## src/rtl/sb_pkg.sv

```systemverilog
// -----------------------------------------------------------------------------
// sb_pkg
// Shared types and constants for the store buffer.
//   sb_entry_t  : one queued store (pc, word address, data, byte enables, valid)
//   BE_WORD     : byte-enable pattern of a full-word store
//   depth_log2  : pointer width for a given queue depth
// -----------------------------------------------------------------------------
package sb_pkg;

  localparam logic [3:0] BE_WORD = 4'b1111;

  typedef struct packed {
    logic [31:0] pc;
    logic [29:0] waddr;   // byte address [31:2]
    logic [31:0] data;    // lane-aligned
    logic [3:0]  be;
    logic        valid;
  } sb_entry_t;

  function automatic int depth_log2(input int depth);
    return $clog2(depth);
  endfunction

endpackage

```

## src/rtl/sb_fwd_merge.sv

```systemverilog
// -----------------------------------------------------------------------------
// sb_fwd_merge
// Combinational load-forwarding merge. For each byte lane, the youngest valid
// queued store to the load's word that enables that lane supplies the byte;
// lanes no store covers come from the memory read data.
// Ports:
//   entries   in  queue storage, indexed by physical slot
//   head      in  slot of the oldest entry
//   ld_waddr  in  load word address (byte address [31:2])
//   dm_dout   in  memory read data for that word
//   ld_data   out merged load word
// -----------------------------------------------------------------------------
import sb_pkg::*;

module sb_fwd_merge #(
  parameter int DEPTH = 4,
  parameter int PTR_W = depth_log2(DEPTH)
) (
  input  sb_entry_t        entries [DEPTH],
  input  logic [PTR_W-1:0] head,
  input  logic [29:0]      ld_waddr,
  input  logic [31:0]      dm_dout,
  output logic [31:0]      ld_data
);

  always_comb begin
    logic [PTR_W-1:0] idx;
    // NOTE: every output of a combinational block gets a default before any
    // conditional update, otherwise synthesis infers a latch.
    ld_data = dm_dout;
    idx     = head;
    // Walk oldest to youngest so a younger match overwrites an older one.
    for (int k = 0; k < DEPTH; k++) begin
      idx = head + PTR_W'(k);
      if (entries[idx].valid && (entries[idx].waddr == ld_waddr)) begin
        for (int b = 0; b < 4; b++) begin
          if (entries[idx].be[b]) begin
            ld_data[8*b +: 8] = entries[idx].data[8*b +: 8];
          end
        end
      end
    end
  end

endmodule

```

## src/rtl/store_buffer.sv

```systemverilog
// -----------------------------------------------------------------------------
// store_buffer
// Posted-write FIFO between the MEM-stage store path and the data memory
// write port. Stores are accepted in one cycle, held in order, and drained
// to DM one per cycle. Loads read DM directly and are either merged with
// pending store bytes or stalled while a matching store is queued.
//
// Build option: STORE_BUF_FWD_EN
//   defined   - byte-lane forwarding merge into ld_data, ld_stall tied low
//   undefined - ld_data = dm_dout, ld_stall high while any queued store
//               targets the load's word
//
// Ports:
//   clk, reset                 clock, async active-low reset
//   st_valid/st_ready          store handshake (ready = not full)
//   st_pc/st_addr/st_data/st_be  store request; be==0 is accepted and dropped
//   ld_addr, dm_dout           load address and DM read data for its word
//   ld_data, ld_stall          load result and load stall
//   dm_we/dm_ready             head-entry write request and DM acceptance
//   dm_pc/dm_addr/dm_din/dm_be head entry fields (word-aligned address)
//   sb_empty                   no pending stores
// -----------------------------------------------------------------------------
import sb_pkg::*;

module store_buffer #(
  parameter int DEPTH = 4
) (
  input  logic        clk,
  input  logic        reset,
  input  logic        st_valid,
  output logic        st_ready,
  input  logic [31:0] st_pc,
  input  logic [31:0] st_addr,
  input  logic [31:0] st_data,
  input  logic [3:0]  st_be,
  input  logic [31:0] ld_addr,
  input  logic [31:0] dm_dout,
  output logic [31:0] ld_data,
  output logic        ld_stall,
  output logic        dm_we,
  input  logic        dm_ready,
  output logic [31:0] dm_pc,
  output logic [31:0] dm_addr,
  output logic [31:0] dm_din,
  output logic [3:0]  dm_be,
  output logic        sb_empty
);

  localparam int PTR_W = depth_log2(DEPTH);
  localparam int CNT_W = PTR_W + 1;

  sb_entry_t        mem_q [DEPTH];
  sb_entry_t        mem_d [DEPTH];
  logic [PTR_W-1:0] head_q, head_d;
  logic [PTR_W-1:0] tail_q, tail_d;
  logic [CNT_W-1:0] count_q, count_d;
  logic             push, pop;
  sb_entry_t        head_entry;

  // Byte offsets are carried by the byte enables / not needed for word compare.
  logic unused_addr_bits;
  assign unused_addr_bits = ^{st_addr[1:0], ld_addr[1:0]};

  // Ready comes from the registered count only, so a pop in this cycle does
  // not open a slot for a push in the same cycle.
  assign st_ready = (count_q != CNT_W'(DEPTH));
  assign sb_empty = (count_q == '0);
  assign dm_we    = !sb_empty;

  assign push = st_valid && st_ready && (|st_be);
  assign pop  = dm_we && dm_ready;

  // Popped slots are cleared, so an empty buffer presents all-zero dm_* fields.
  assign head_entry = mem_q[head_q];
  assign dm_pc      = head_entry.pc;
  assign dm_addr    = {head_entry.waddr, 2'b00};
  assign dm_din     = head_entry.data;
  assign dm_be      = head_entry.be;

  always_comb begin
    mem_d   = mem_q;
    head_d  = head_q;
    tail_d  = tail_q;
    count_d = count_q;

    if (pop) begin
      mem_d[head_q] = '0;
      head_d        = head_q + PTR_W'(1);
    end

    // A push and a pop never target the same slot: that needs head==tail,
    // which means empty (no pop) or full (no push).
    if (push) begin
      mem_d[tail_q] = '{pc:    st_pc,
                        waddr: st_addr[31:2],
                        data:  st_data,
                        be:    st_be,
                        valid: 1'b1};
      tail_d        = tail_q + PTR_W'(1);
    end

    unique case ({push, pop})
      2'b10:   count_d = count_q + CNT_W'(1);
      2'b01:   count_d = count_q - CNT_W'(1);
      default: count_d = count_q;
    endcase
  end

  always_ff @(posedge clk or negedge reset) begin
    if (!reset) begin
      // NOTE: the entry array is reset along with the pointers because valid
      // bits gate forwarding/stall and the head fields drive dm_* directly;
      // pending stores are intentionally dropped.
      for (int i = 0; i < DEPTH; i++) begin
        mem_q[i] <= '0;
      end
      head_q  <= '0;
      tail_q  <= '0;
      count_q <= '0;
    end else begin
      // NOTE: state updates use non-blocking assignments so every flop
      // samples the pre-edge values regardless of statement order.
      mem_q   <= mem_d;
      head_q  <= head_d;
      tail_q  <= tail_d;
      count_q <= count_d;
    end
  end

`ifdef STORE_BUF_FWD_EN
  sb_fwd_merge #(
    .DEPTH (DEPTH)
  ) u_fwd_merge (
    .entries  (mem_q),
    .head     (head_q),
    .ld_waddr (ld_addr[31:2]),
    .dm_dout  (dm_dout),
    .ld_data  (ld_data)
  );

  assign ld_stall = 1'b0;
`else
  // Any queued store to the load's word blocks the load, whatever its lanes.
  always_comb begin
    ld_stall = 1'b0;
    for (int i = 0; i < DEPTH; i++) begin
      if (mem_q[i].valid && (mem_q[i].waddr == ld_addr[31:2])) begin
        ld_stall = 1'b1;
      end
    end
  end

  assign ld_data = dm_dout;
`endif

endmodule

```

## config.mk

```make
export PLATFORM = sky130hd
export DESIGN_NAME = store_buffer
export DESIGN_NICKNAME = d
export VERILOG_FILES = /design/src/rtl/sb_pkg.sv /design/src/rtl/sb_fwd_merge.sv /design/src/rtl/store_buffer.sv
export SDC_FILE = /design/constraint.sdc
export NUM_CORES = 1
export LEC_CHECK = 0
export CAP_MARGIN = 20
export CORE_MARGIN = 2
export CORE_UTILIZATION = 40
export CTS_CLUSTER_DIAMETER = 80
export CTS_CLUSTER_SIZE = 28
export DETAILED_ROUTE_END_ITERATION = 8
export PLACE_DENSITY = 0.6
export SLEW_MARGIN = 25
export SYNTH_ARGS = -nofsm -noshare
export SYNTH_HDL_FRONTEND = slang
export SYNTH_SLANG_ARGS = --single-unit
```

## constraint.sdc

```tcl
create_clock -name clk -period 6.3 [get_ports clk]
set_input_delay 1.26 -clock clk [delete_from_list [all_inputs] [get_ports clk]]
set_output_delay 1.26 -clock clk [all_outputs]
set_load 0.02 [all_outputs]
```

clock_nets.png
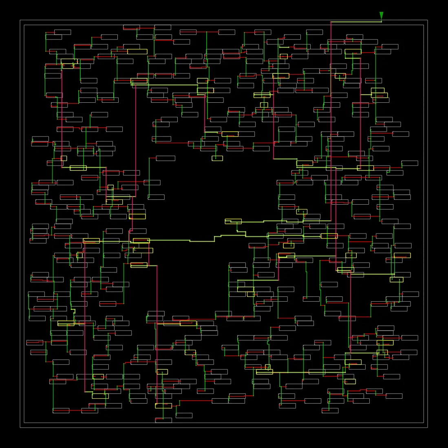
post-route clock skew: 19.00 ps
number of buffers created by CTS: 28
clock insertion delay at the later pin of the skew report: 600 ps

m4.png
Scale: 2 px per µm. Supply wires on this layer in grey. Cells faint in the background.
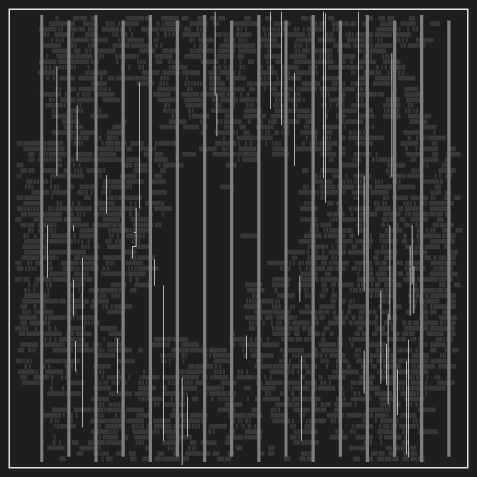
The layer carries 1,600 µm of wire. The longest straight run is 112 µm. The wires run mostly vertical. The layer holds 2.7% of the routed length. 23 nets have wire on it.
wire length reported by the detailed router: 58.48 mm
total via count in the routed design: 15.32k

==> stage by stage <==
| step | hold WS [ps] | power (mW) | instance area [µm²] | instances |
|---|---|---|---|---|
| floorplan | 449.2 | 8.536 | 20170 | 2090 |
| global placement | 460.1 | 10.68 | 22360 | 2810 |
| detailed placement | 470.3 | 10.86 | 22360 | 2810 |
| CTS | 496.2 | 13.05 | 23440 | 2862 |
| global route | 513.3 | 13.79 | 23450 | 2866 |
| finish | 493.1 | 12.94 | 23450 | 2866 |
==> cell usage after synthesis, types with 4 or more instances <==
cell / n / area share
a21o_1: 4 / 0.0015
and2_1: 4 / 0.0012
buf_1: 4 / 0.00074
buf_2: 78 / 0.019
buf_4: 34 / 0.013
buf_6: 33 / 0.018
clkbuf_1: 51 / 0.0095
dfrtp_1: 403 / 0.50
ha_1: 9 / 0.0056
inv_1: 9 / 0.0017
mux4_2: 98 / 0.11
nand2_1: 788 / 0.15
nand2_8: 4 / 0.0040
nand4_1: 25 / 0.0078
nor4_1: 16 / 0.0050
o21ai_0: 322 / 0.080
o21ai_1: 73 / 0.018
xnor2_1: 79 / 0.034
xor2_1: 46 / 0.020
==> flip-flops by register name, summed over array words and instances, names as in the netlist <==
| name | count |
|---|---|
| mem_q | 396 |
| tail_q | 2 |
| count_q | 3 |
| head_q | 2 |
==> logic make-up after synthesis <==
family	Yosys count	share of synthesized area
and+or+nand+nor	841	0.1660
DFF	403	0.5001
AOI/OAI and AO/OA	401	0.1008
buffers and inverters	210	0.06261
xor gates and xnor gates	125	0.05429
muxes	98	0.1095
adders and majority gates	10	0.006577
other	1	0.0001860
==> worst reg2reg max path, cell delays in order (launching register included) <==
cell and delay [ps]:
dfrtp_4 1050, buf_12 390, inv_1 150, ha_1 260, nand2_8 640, nand2_1 210, o21ai_0 190
==> results.txt <==
Purpose: to document the outcome of synthesis and place and route.

Final layout
The logic share of the area is 0.3765.

GRT
The aggregate global routing overflow is 0. The largest net degree at the start of global routing is 164. The aggregate global-route resource usage is 0.2238.

The number of global-route vias before repair is 15.74k. In the global route stage, met1 resource usage came out at 0.3018.

Floorplan
The floorplan report gives the top-level pin count as 304. The overall die size recorded for this design is 52,220 µm². The height of the die is 228.5 µm.

Critical path
The setup check on the worst reg-to-reg path leaves a slack of 3320 ps. The critical path crosses 7 cells after its start point. The critical path arrival is 3690 ps. The critical path endpoint is ld_stall. The endpoint kind of the worst setup timing path is an output pin.

Placement
After its last routability iteration, the placer logged a weighted congestion of 0.8850. The pre-CTS worst setup slack is 1433 ps.

Status
The flow ran to the end, and the final reports show no timing, DRC or antenna violations.

Routing
According to the report, the first pass of detailed routing completed in 5 iterations. The DRC violations left is 0. The routed length on met3 is 3.637 mm.

CTS
The maximum buffer depth of the clock tree is 3. The report lists the number of cells resized after CTS as 0.

Synthesis
Synthesis instantiated 27 different standard cells from the library. The post-synthesis sequential element count is 403.

STA
The max-slew check reports its worst relative slack as 0.3618.

Min path
In this run the most critical hold path is launched from mem_q[198]$_DFF_PN0_.

Power and ir drop
The total internal power is 7.547 mW. The script extracted a total leakage power of 9.682 nW. Sequential cells consume a total of 4.85 mW.
Power figures rest on the tool's default switching activity, not on a simulated workload.
